<file path="src/rtl/fifo_arb_pkg.sv">
// Shared types and helpers for the FIFO write-port arbiter.
package fifo_arb_pkg;

  typedef enum logic [0:0] {ARB_IDLE, ARB_BURST} arb_state_t;

  localparam int unsigned STAT_WIDTH = 16;

  function automatic int unsigned id_width(input int unsigned n);
    return (n > 1) ? $clog2(n) : 1;
  endfunction

endpackage

</file>
<file path="src/rtl/rr_pick.sv">
// Combinational round-robin selector: first set request above last_grant, with wrap.
module rr_pick
  import fifo_arb_pkg::*;
#(
  parameter int unsigned NUM_REQ = 4,
  parameter int unsigned IDX_W   = id_width(NUM_REQ)
) (
  input  logic [NUM_REQ-1:0] req,
  input  logic [IDX_W-1:0]   last_grant,
  output logic               found,
  output logic [IDX_W-1:0]   idx
);

  int unsigned cand;

  always_comb begin
    found = 1'b0;
    idx   = '0;
    cand  = 0;
    for (int unsigned k = 1; k <= NUM_REQ; k++) begin
      cand = (32'(last_grant) + k) % NUM_REQ;
      if (!found && req[IDX_W'(cand)]) begin
        found = 1'b1;
        idx   = IDX_W'(cand);
      end
    end
  end

endmodule

</file>
<file path="src/rtl/fifo_write_arbiter.sv">
// Round-robin, burst-bounded arbiter sharing one async-FIFO write port.
// Define FIFO_ARB_STATS_EN to add per-producer saturating word counters (stat_words).
module fifo_write_arbiter
  import fifo_arb_pkg::*;
#(
  parameter int unsigned NUM_REQ    = 4,
  parameter int unsigned DATA_WIDTH = 8,
  parameter int unsigned MAX_BURST  = 4
) (
  input  logic                          clk,
  input  logic                          rst,
  input  logic [NUM_REQ-1:0]            req_valid,
  input  logic [NUM_REQ-1:0]            req_last,
  input  logic [NUM_REQ*DATA_WIDTH-1:0] req_data,
  output logic [NUM_REQ-1:0]            req_ready,
  input  logic                          full,
  output logic                          winc,
  output logic [DATA_WIDTH-1:0]         wdata,
  output logic [$clog2(NUM_REQ)-1:0]    grant_id,
  output logic                          busy
`ifdef FIFO_ARB_STATS_EN
  ,
  output logic [NUM_REQ*STAT_WIDTH-1:0] stat_words
`endif
);

  localparam int unsigned IDX_W = id_width(NUM_REQ);
  localparam int unsigned CNT_W = $clog2(MAX_BURST + 1);

  arb_state_t        state_q, state_d;
  logic [IDX_W-1:0]  grant_q, grant_d;
  logic [IDX_W-1:0]  last_q, last_d;
  logic [CNT_W-1:0]  cnt_q, cnt_d;
  logic [CNT_W-1:0]  cnt_inc;
  logic              pick_found;
  logic [IDX_W-1:0]  pick_idx;
  logic              cur_valid;
  logic              xfer;

  logic [DATA_WIDTH-1:0] data_arr [NUM_REQ];

  for (genvar i = 0; i < NUM_REQ; i++) begin : g_data
    assign data_arr[i] = req_data[i*DATA_WIDTH +: DATA_WIDTH];
  end

  rr_pick #(
    .NUM_REQ (NUM_REQ),
    .IDX_W   (IDX_W)
  ) u_pick (
    .req        (req_valid),
    .last_grant (last_q),
    .found      (pick_found),
    .idx        (pick_idx)
  );

  assign cur_valid = req_valid[grant_q];
  assign cnt_inc   = cnt_q + CNT_W'(1);

  always_comb begin
    state_d   = state_q;
    grant_d   = grant_q;
    last_d    = last_q;
    cnt_d     = cnt_q;
    req_ready = '0;
    xfer      = 1'b0;
    unique case (state_q)
      ARB_IDLE: begin
        if (pick_found && !full) begin
          grant_d = pick_idx;
          cnt_d   = '0;
          state_d = ARB_BURST;
        end
      end
      ARB_BURST: begin
        req_ready[grant_q] = !full && !rst;
        xfer               = cur_valid && !full && !rst;
        if (!cur_valid) begin
          state_d = ARB_IDLE;
          last_d  = grant_q;
        end else if (xfer) begin
          cnt_d = cnt_inc;
          if (req_last[grant_q] || cnt_inc == CNT_W'(MAX_BURST)) begin
            state_d = ARB_IDLE;
            last_d  = grant_q;
          end
        end
      end
      default: state_d = ARB_IDLE;
    endcase
  end

  always_ff @(posedge clk) begin
    if (rst) begin
      state_q <= ARB_IDLE;
      grant_q <= '0;
      last_q  <= IDX_W'(NUM_REQ - 1);
      cnt_q   <= '0;
    end else begin
      state_q <= state_d;
      grant_q <= grant_d;
      last_q  <= last_d;
      cnt_q   <= cnt_d;
    end
  end

  assign busy     = (state_q == ARB_BURST);
  assign winc     = xfer;
  assign wdata    = busy ? data_arr[grant_q] : '0;
  assign grant_id = grant_q;

`ifdef FIFO_ARB_STATS_EN
  for (genvar i = 0; i < NUM_REQ; i++) begin : g_stat
    logic [STAT_WIDTH-1:0] words_q;
    always_ff @(posedge clk) begin
      if (rst) begin
        words_q <= '0;
      end else if (winc && grant_q == IDX_W'(i) && words_q != '1) begin
        words_q <= words_q + 1'b1;
      end
    end
    assign stat_words[i*STAT_WIDTH +: STAT_WIDTH] = words_q;
  end
`endif

endmodule

</file>
<file path="config.mk">
export PLATFORM = sky130hd
export DESIGN_NAME = fifo_write_arbiter
export DESIGN_NICKNAME = d
export VERILOG_FILES = /design/src/rtl/fifo_arb_pkg.sv /design/src/rtl/rr_pick.sv /design/src/rtl/fifo_write_arbiter.sv
export SDC_FILE = /design/constraint.sdc
export NUM_CORES = 1
export LEC_CHECK = 0
export CELL_PAD_IN_SITES_DETAIL_PLACEMENT = 0
export CELL_PAD_IN_SITES_GLOBAL_PLACEMENT = 2
export CORE_ASPECT_RATIO = 0.75
export CORE_MARGIN = 2
export CORE_UTILIZATION = 16
export CTS_CLUSTER_DIAMETER = 80
export DETAILED_ROUTE_END_ITERATION = 6
export PLACE_DENSITY_LB_ADDON = 0.1
export SYNTH_ARGS = -nofsm -noshare
export SYNTH_HDL_FRONTEND = slang
export SYNTH_SLANG_ARGS = --single-unit
export TNS_END_PERCENT = 100
</file>
<file path="constraint.sdc">
create_clock -name clk -period 1.9 [get_ports clk]
set_input_delay 0.19 -clock clk [delete_from_list [all_inputs] [get_ports clk]]
set_output_delay 0.19 -clock clk [all_outputs]
set_load 0.005 [all_outputs]
</file>
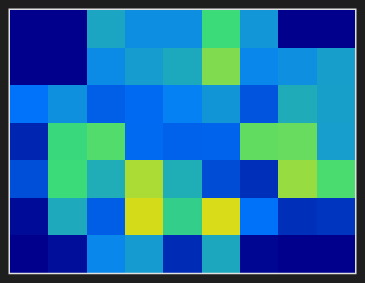
**Above:** run 1 (cell density map).
Drawn at 4 px/um. 9 x 7 tiles, from dark blue (low) to red (high), 0 to 100% covered.
mean over tiles: 28%
nearly empty tiles: 16%
fullest tile: 70%
Core Util at FP: 16.6%
Core ar.: 4900 um^2
final core utilization: 33.6%

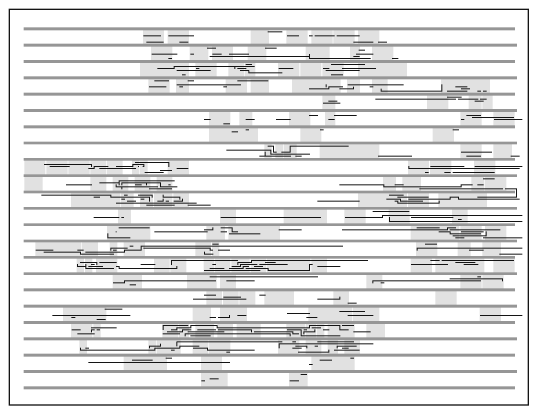
**Above:** run 1 (M1 wires).
Drawn at 6 px/um. Supply wires on this layer in grey. Cells faint in the background.
longest straight run: 33.6 um
main direction: horizontal
Via Count: 921
fraction of met1 tracks used by global routing: 13.4%

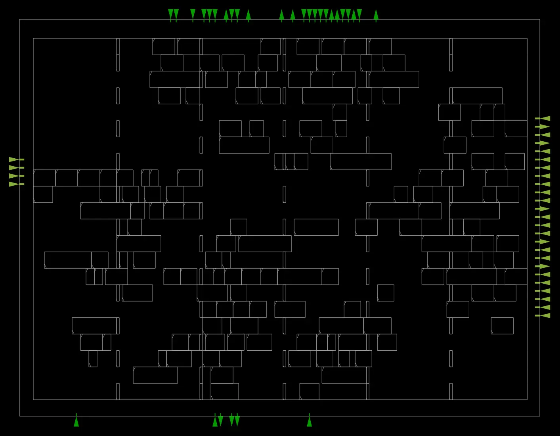
**Above:** run 1 (placement view).
Fillers: 521
Seq/total area: 10.0%
Core Rows: 22
number of cells in the finished layout apart from fillers: 216
flop count: 8

==> results.txt, run 1 <==
Latest figures from synthesis and place and route.

The synthesis report names the predominant flop master as sky130_fd_sc_hd__dfxtp_1. Sequential elements use 19.7% of the synthesized area. The wire-length estimate of the detail-placed layout is ~2300 um. Per the detail_route report, vias per standard cell equal about 4.3. The flow ran to the end, and the final reports show no timing, DRC or antenna violations. The post-synth tally of flip-flops with integrated enable is 0.

The vertical die dimension is around 66 um. The highest ir drop seen on vdd is 0.265 mV. The achievable clock frequency is about 550 MHz. The final report lists the setup-violating endpoint count as 0. For this run, the detailed router's first-pass iteration total came to 4.

The overall fraction of global-route tracks in use is between 10 and 15%. The measured slew at the worst slew-check pin is between 0.3 and 0.4 ns. The worst pin sits at a relative slew slack of a little under 80%.

CTS added clock buffers totalling 3. The number of buffer and inverter stages on the critical path is 2. The arrival time at the worst endpoint is around 1.6 ns. The cell family contributing the most delay on the critical path is multiplexers. Setup repair after global routing left no endpoint under its margin. The clock latency on the worst-skew pair is between 0.2 and 0.25 ns. The proportion of register bits with asynchronous set or reset after synthesis is 0%. The number of design rule violations left after detail routing is 0.

The required time of the worst setup path is 1.71 ns. Power comes to slightly above 0.0007 W. The distinct cell type count of the synthesized netlist is 33. Per the post-synthesis report, the number of cells in the design is 81.

The setup check on the worst reg-to-reg path leaves a slack of 0.11 ns. Clock tree synthesis selected as its root buffer the cell sky130_fd_sc_hd__clkbuf_8. The report counts max-capacitance violations totalling 0.

The quantity of I/O buffers inserted on ports is approximately 58. The layout report lists the multi-input gate area as 612 um^2. Per STA, the worst path is made up of buf_12 > mux4_2 > and2_1 > dlygate4sd2_1. The TritonCTS sink count is 8. The total power divided by cell area is roughly 440 nW/um^2. The fraction of the cycle the final worst path needs is 96.4%. The slowest stage cell on the critical path is sky130_fd_sc_hd__mux4_2. According to the finish report, the design has a final net count of slightly above 200.

The average cell area after synthesis is between 10 and 15 um^2. The synthesis warning total is 0. The number of nets in the synthesized netlist is between 100 and 150. The final timing report lists a hold violation count of 0. Global routing finished with a remaining overflow of 0. The clock period could shrink to approximately 1.8 ns. Across all stage logs, warnings added up to 27. The antenna violation net count after detailed routing is 0.

The final weighted congestion of routability-driven global placement is roughly 0.71. The endpoint of the most critical setup path is wdata[1]. The area share of the largest cell type after synthesis is roughly 22%. The antenna diode count is 0. The post-synthesis instance area is between 800 and 900 um^2. The final non-filler cell area is about 1600 um^2.

The stage delay of the slowest cell on the critical path is 0.48 ns. The critical path depth in cells is 4. The count of hold-fix buffers inserted at cts is 0. The total leakage power is about 0.7 nW.

The average routed wire per standard cell is between 10 and 15 um. The number of violations reported at the end of detailed-routing iteration 0 is 6. The register bit total from synthesis is 8. The area taken by flip-flops and latches is 165 um^2. The post-synthesis cell type with the largest combined area is sky130_fd_sc_hd__mux4_2. Counting instances in the post-synthesis netlist gives the leading cell types as sky130_fd_sc_hd__and2_1 (9), sky130_fd_sc_hd__nor2_1 (9), sky130_fd_sc_hd__dfxtp_1 (8), sky130_fd_sc_hd__mux4_2 (8).

The number of top-level design ports is approximately 59. The routed wire length is roughly 2900 um. Looking at the clock tree report, the H-tree level count equals 1. The chip area in the Yosys report is about 810 um^2.

The number of cells on the worst reg-to-reg path is 7. In this run the critical register-to-register path is captured at last_q[1]. The path type of the worst min-delay path is primary input to flip-flop. The TritonCTS clock tree is built. Per the final report, max-transition violations number 0. The die is approximately 86 um wide. Entering global routing, the biggest net connects 17 pins.

After synthesis, the design contains 81 cells according to Yosys. The critical path in this run is classified as flip-flop to primary output. The final worst hold slack is ~0.4 ns. The layout overhead on the synthesized area is 103%. The wire length of the first global-routing pass is roughly 4500 um. The clock skew is approximately 0.0028 ns.

The capturing element type of the critical path is a primary output. The number of antenna violations at the first check in global routing was 0. The worst setup path is launched from a flip-flop. The instance area after placement is about 1600 um^2. In this run the worst path has a maximum fanout of 6.

The fraction of layout instances using a drive strength above 1 is between 20% and 30%. Per the CTS log, the buffer count on the longest clock path is 2. The die footprint is around 5700 um^2. The main area contributors are sky130_fd_sc_hd__mux4_2 (22%), sky130_fd_sc_hd__dfxtp_1 (20%), sky130_fd_sc_hd__and2_1 (6.9%). The aggregate negative setup slack is 0 ns. The clock transition at the register clock pins on the worst setup and hold paths after CTS is around 0.04 ns.

The via count of the first global-routing pass is just over 900. The reg-to-reg startpoint is grant_id[0]. Per STA, the startpoint of the critical path is grant_id[0].
==> run 1: per-stage QoR <==
step                std cells  setup slack (ns)
floorplan                  81           0.00990
CTS                       215          0.000892
global route              216           0.00316
detailed placement        208            -0.247
finish                    216            0.0682
global placement          208            -0.226
==> run 1: how the worst min path moves through the flow <==
stage,startpoint,to,slack [ns],cells after the start
global placement,cnt_q[2],cnt_q[2],0.53,2
global route,rst,cnt_q[1],0.43,2
CTS,rst,cnt_q[1],0.40,2
detailed placement,cnt_q[2],cnt_q[2],0.54,2
floorplan,req_valid[3],grant_id[0],0.37,2
finish,rst,cnt_q[1],0.40,2
==> run 1: registers in the layout (all words and copies together), names as in the netlist <==
signal	flops
last_q	2
cnt_q	3
grant_id	2
busy	1
==> run 1: layout make-up <==
type / count / area share [%]
inverter: 1 / 0.228
tap: 60 / 4.56
sequential: 8 / 10.0
timing repair buffer: 79 / 45.5
clock buffer: 3 / 2.51
multi-input combinational: 65 / 37.2
==> run 1: placed cells by master (no fill, tap or decap), drive strengths merged, types with 2 or more instances in the layout <==
| master | Yosys | final |
|---|---|---|
| clkdlybuf4s50 | 0 | 44 |
| buf | 3 | 21 |
| mux4 | 10 | 10 |
| dlygate4sd2 | 0 | 10 |
| nor2 | 9 | 9 |
| and2 | 9 | 9 |
| dfxtp | 8 | 8 |
| clkbuf | 4 | 6 |
| mux2i | 4 | 4 |
| nand3b | 4 | 4 |
| a21oi | 3 | 3 |
| nor3 | 2 | 2 |
| nand2 | 2 | 2 |
| a21o | 2 | 2 |
| ha | 2 | 2 |
| or3b | 2 | 2 |
| nor3b | 2 | 2 |
==> run 1: where the power goes <==
| part | switching, W | internal [W] |
|---|---|---|
| sequential | 0.0000147 | 0.000180 |
| clock | 0.0000644 | 0.000137 |
| combinational | 0.000101 | 0.000224 |
==> run 1: timing repair <==
item                       4_1_cts  5_1_grt
buffers inserted                 3        1
gates cloned                     1        0
pin swaps                        1        2
gates resized                   27        4
setup endpoints to repair       13        6
==> run 1: cells by family after synthesis <==
kind of cell               share of synthesized area [%]
and+or+nand+nor                                     26.0
muxes                                               35.0
AOI/OAI and AO/OA                                   9.40
buffers and inverters                               5.70
DFF                                                 19.7
adders and majority gates                           3.08
xor gates and xnor gates                            1.08
==> run 1: routing by layer <==
metal  share of wire, %  global-route usage (%)  vias to the layer above
met2                 46                    17.2                       33
met4               0.59                    1.17                        0
met5                  0                       0                        -
met1                 47                    13.4                      427
met3                6.4                    3.39                        2
li1                   -                       -                      459
==> run 1 -> run 2 <==
Settings changed: SLEW_MARGIN set to 10.
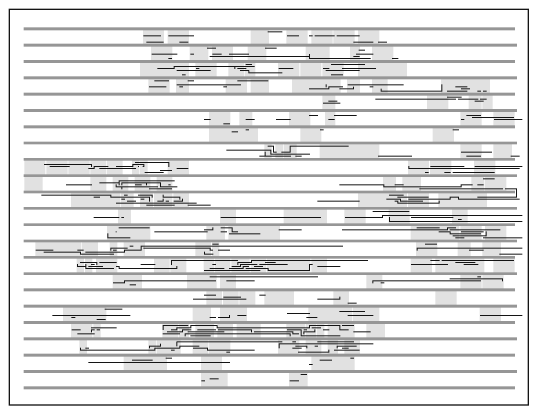
**Above:** run 2 (M1 wires).
Drawn at 6 px/um. Supply wires on this layer in grey. Cells faint in the background.
share of all routed wire: 47%
wire length on this layer: 1,350 um
total detailed-routing wirelength: 2860 um

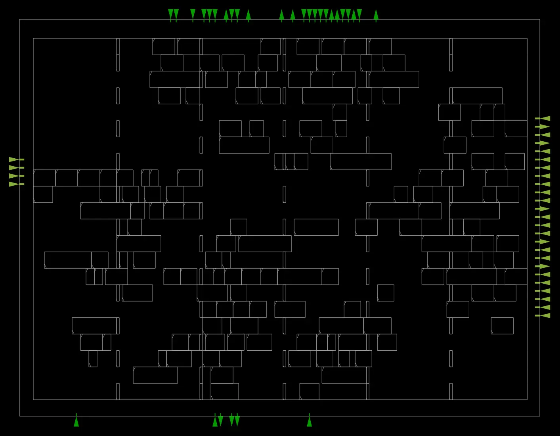
**Above:** run 2 (placement view).
Tapcell Cnt: 60

==> run 2 against run 1 <==
Compared with the run above:
- combinational power about the same
- cell count unchanged
- critical path depth unchanged
- setup slack unchanged
- clock skew unchanged
- largest power group unchanged
- routed wire length unchanged
- non-clock buffer count unchanged
- power unchanged
- global-route usage unchanged
- critical path type unchanged
- clock power about the same
==> results.txt, run 2 <==
Latest figures from synthesis and place and route.

The final non-filler cell area was 1650 um^2 (unchanged). The overall power of the completed layout is 0.000721 W (unchanged). The register share after synthesis is 19.7% (unchanged). The worst setup slack after layout is 0.0682 ns (unchanged). The clock transition at the register clock pins on the worst setup and hold paths after CTS is 0.04 ns (about the same). The worst setup slack before clock tree synthesis is -0.247 ns (unchanged). The post-synthesis cell type with the largest combined area is sky130_fd_sc_hd__mux4_2 (unchanged). The synthesis warning total is 0 (unchanged). The measured slew at the worst slew-check pin is 0.342 ns (unchanged).

The register name with the most flops is cnt_q (unchanged). The width of the die is 86.3 um (unchanged). The max-cap check violation count is 0 (unchanged). The largest buffer count on any clock path came to 2 (unchanged). The stage delay of the slowest cell on the critical path is 0.48 ns (about the same). The share of the core filled with cells was 33.6% (unchanged). The chip area in the Yosys report came to 812 um^2 (unchanged). The final number of max-transition violations is 0 (unchanged). The distinct cell type count of the synthesized netlist is 33 (unchanged). The area share of the largest cell type after synthesis is 22.2% (unchanged). RSZ-0062 raised after global routing: false (unchanged).

Cells taking the most area after synthesis: sky130_fd_sc_hd__mux4_2 (22%), sky130_fd_sc_hd__dfxtp_1 (20%), sky130_fd_sc_hd__and2_1 (6.9%) (unchanged). The average routed wire per standard cell is 13.2 um (unchanged). The die footprint is 5670 um^2 (unchanged). The number of top-level design ports is 59 (unchanged). The number of cells on the worst reg-to-reg path is 7 (unchanged).

The number of nets in the final layout is 203 (unchanged). The type of the worst setup path is flip-flop to primary output (unchanged). The reg-to-reg startpoint is grant_id[0] (unchanged). The core area was 4900 um^2 (unchanged). The wire length of the first global-routing pass came to 4480 um (unchanged). The number of search-and-repair iterations in the first detailed-routing pass was 4 (unchanged). The kind of start point of the critical path is a flip-flop (unchanged).

The total leakage power was 0.710 nW (unchanged). The detailed placer's ending HPWL is 2270 um (unchanged). The total number of vias was 921 (unchanged). The total power divided by cell area was 438 nW/um^2 (unchanged). The largest driver fanout on the critical path was 6 (unchanged). The quantity of I/O buffers inserted on ports is 58 (unchanged). The total clock buffers created by CTS is 3 (unchanged). The layout overhead on the synthesized area came to 103% (unchanged). Top cells by count, synth: sky130_fd_sc_hd__and2_1 (9), sky130_fd_sc_hd__nor2_1 (9), sky130_fd_sc_hd__dfxtp_1 (8), sky130_fd_sc_hd__mux4_2 (8) (unchanged). The achievable clock frequency came to 546 MHz (unchanged). The capturing element type of the critical path was a primary output (unchanged).

The final hold violation count is 0 (unchanged). The top logic cell by instance count in the layout is sky130_fd_sc_hd__clkdlybuf4s50_1 (unchanged). The number of design rule violations left after detail routing is 0 (unchanged). The arrival time at the worst endpoint came to 1.64 ns (about the same). The overall fraction of global-route tracks in use came to 10.3% (unchanged). The tightest slew margin relative to the limit is 77.0% (unchanged). The endpoint of the most critical setup path is wdata[1] (unchanged).

The clock root buffer is sky130_fd_sc_hd__clkbuf_8 (unchanged). The number of standard cells in the final layout excluding fillers was 216 (unchanged). The fraction of layout instances using a drive strength above 1 is 28.2% (unchanged). The number of antenna violations at the first check in global routing is 0 (unchanged). The worst setup path startpoint is grant_id[0] (unchanged). The final critical-path required period is 1.83 ns (unchanged).

The vertical die dimension is 65.7 um (unchanged). The clock latency on the worst-skew pair is 0.23 ns (about the same). The antenna violation net count after detailed routing is 0 (unchanged).

The count of hold-fix buffers inserted at cts is 0 (unchanged). The number of cells in Yosys stat was 81 (unchanged). The path type of the worst min-delay path was primary input to flip-flop (unchanged).

The initial cell density of the core is 16.6% (unchanged). Result of the run: completed (unchanged). The maximum level of the CTS H-tree is 1 (unchanged). The post-synth tally of flip-flops with integrated enable was 0 (unchanged). The final number of setup-violating endpoints is 0 (unchanged). The TritonCTS sink count is 8 (unchanged). Ordered list of cells on the worst path: buf_12 > mux4_2 > and2_1 > dlygate4sd2_1 (unchanged). The number of flip-flops in the largest register is 3 (unchanged). The highest ir drop seen on vdd is 0.265 mV (unchanged).

The proportion of register bits with asynchronous set or reset after synthesis came to 0% (unchanged). The register bit total from synthesis was 8 (unchanged). The flop-to-flop setup slack is 0.11 ns (about the same). The terminus of the critical flop-to-flop path is last_q[1] (unchanged). The gate count after technology mapping is 81 (unchanged). The number of cells after detailed placement was 208 (unchanged). The antenna diode count is 0 (unchanged). The average cell area after synthesis is 10.0 um^2 (unchanged).

The count of warning messages emitted by the tools is 27 (unchanged). The instance area after placement is 1560 um^2 (unchanged). The average via count per standard cell came to 4.26 (unchanged). The number of nets at floorplan is 126 (unchanged). Top cells excl fill/tap: sky130_fd_sc_hd__clkdlybuf4s50_1 (44), sky130_fd_sc_hd__buf_4 (18), sky130_fd_sc_hd__mux4_2 (10), sky130_fd_sc_hd__dlygate4sd2_1 (10), sky130_fd_sc_hd__nor2_1 (9) (unchanged). The final weighted congestion of routability-driven global placement was 0.711 (unchanged). The final global-route overflow total is 0 (unchanged). The via count of the first global-routing pass is 910 (unchanged). The required time of the worst setup path is 1.71 ns (about the same). The maximum number of pins on one net before global-route repair is 17 (unchanged). The slowest stage cell on the critical path is sky130_fd_sc_hd__mux4_2 (unchanged).

The fraction of the cycle the final worst path needs is 96.4% (unchanged). The post-synthesis instance area is 812 um^2 (unchanged). The clock skew was 0.00281 ns (unchanged). The dominant register cell in the synthesized netlist is sky130_fd_sc_hd__dfxtp_1 (unchanged). The number of core rows was 22 (unchanged).

The number of violations reported at the end of detailed-routing iteration 0 came to 6 (unchanged). The TritonCTS clock tree is built (unchanged).
==> run 2: cell counts after synthesis <==
Identical to the previous run, type by type.
==> run 2: final cells by class <==
class / instances / area [um^2]
timing repair buffer: 79 / 749
sequential: 8 / 165
inverter: 1 / 3.75
tap: 60 / 75.1
fill: 521 / 3250
multi-input combinational: 65 / 612
clock buffer: 3 / 41.3
==> run 2: worst min-delay path by stage <==
stage / from / to / cells after the start
global placement: cnt_q[2] / cnt_q[2] / 2
floorplan: req_valid[3] / grant_id[0] / 2
detailed placement: cnt_q[2] / cnt_q[2] / 2
finish: rst / cnt_q[1] / 2
CTS: rst / cnt_q[1] / 2
global route: rst / cnt_q[1] / 2
==> run 2: per-layer routing <==
metal | track usage [%] | up-vias | part of all wire, %
met5 | 0 | - | 0
met4 | 1.17 | 0 | 0.59
met3 | 3.39 | 2 | 6.4
met2 | 17.2 | 33 | 46
met1 | 13.4 | 427 | 47
li1 | - | 459 | -
==> run 2: cells by family after synthesis <==
kind of cell / Yosys count / synth area share, %
AND/OR/NAND/NOR: 36 / 26.0
multiplexers: 15 / 35.0
XOR/XNOR: 1 / 1.08
buffers and inverters: 8 / 5.70
AND-OR/OR-AND: 11 / 9.40
adder cells (fa/ha/maj): 2 / 3.08
flip-flops: 8 / 19.7
==> run 2: power by group <==
group          total (W)  internal (W)  switching (W)
registers       0.000195      0.000180      0.0000147
clock network   0.000201      0.000137      0.0000644
logic           0.000325      0.000224       0.000101
total           0.000721      0.000541       0.000180
==> run 2: repair_timing <==
item | 4_1_cts | 5_1_grt
resized | 27 | 4
hold endpoints to repair | 0 | 0
gates cloned | 1 | 0
setup buffers | 3 | 1
endpoints found under the setup margin | 13 | 6
pin swaps | 1 | 2
==> run 2: stage by stage <==
step                TNS (ns)  hold slack [ns]
global route               0            0.429
finish                     0            0.401
CTS                        0            0.400
detailed placement    -0.998            0.540
floorplan                  0            0.373
global placement      -0.971            0.528
==> run 2: critical path: cells and delay by family (launching register included) <==
family        cells  cell delay, ns
mux               1            0.48
flops             1            0.38
buf+inv           2            0.40
simple gates      1            0.16
Power and IR drop assume default switching activity.
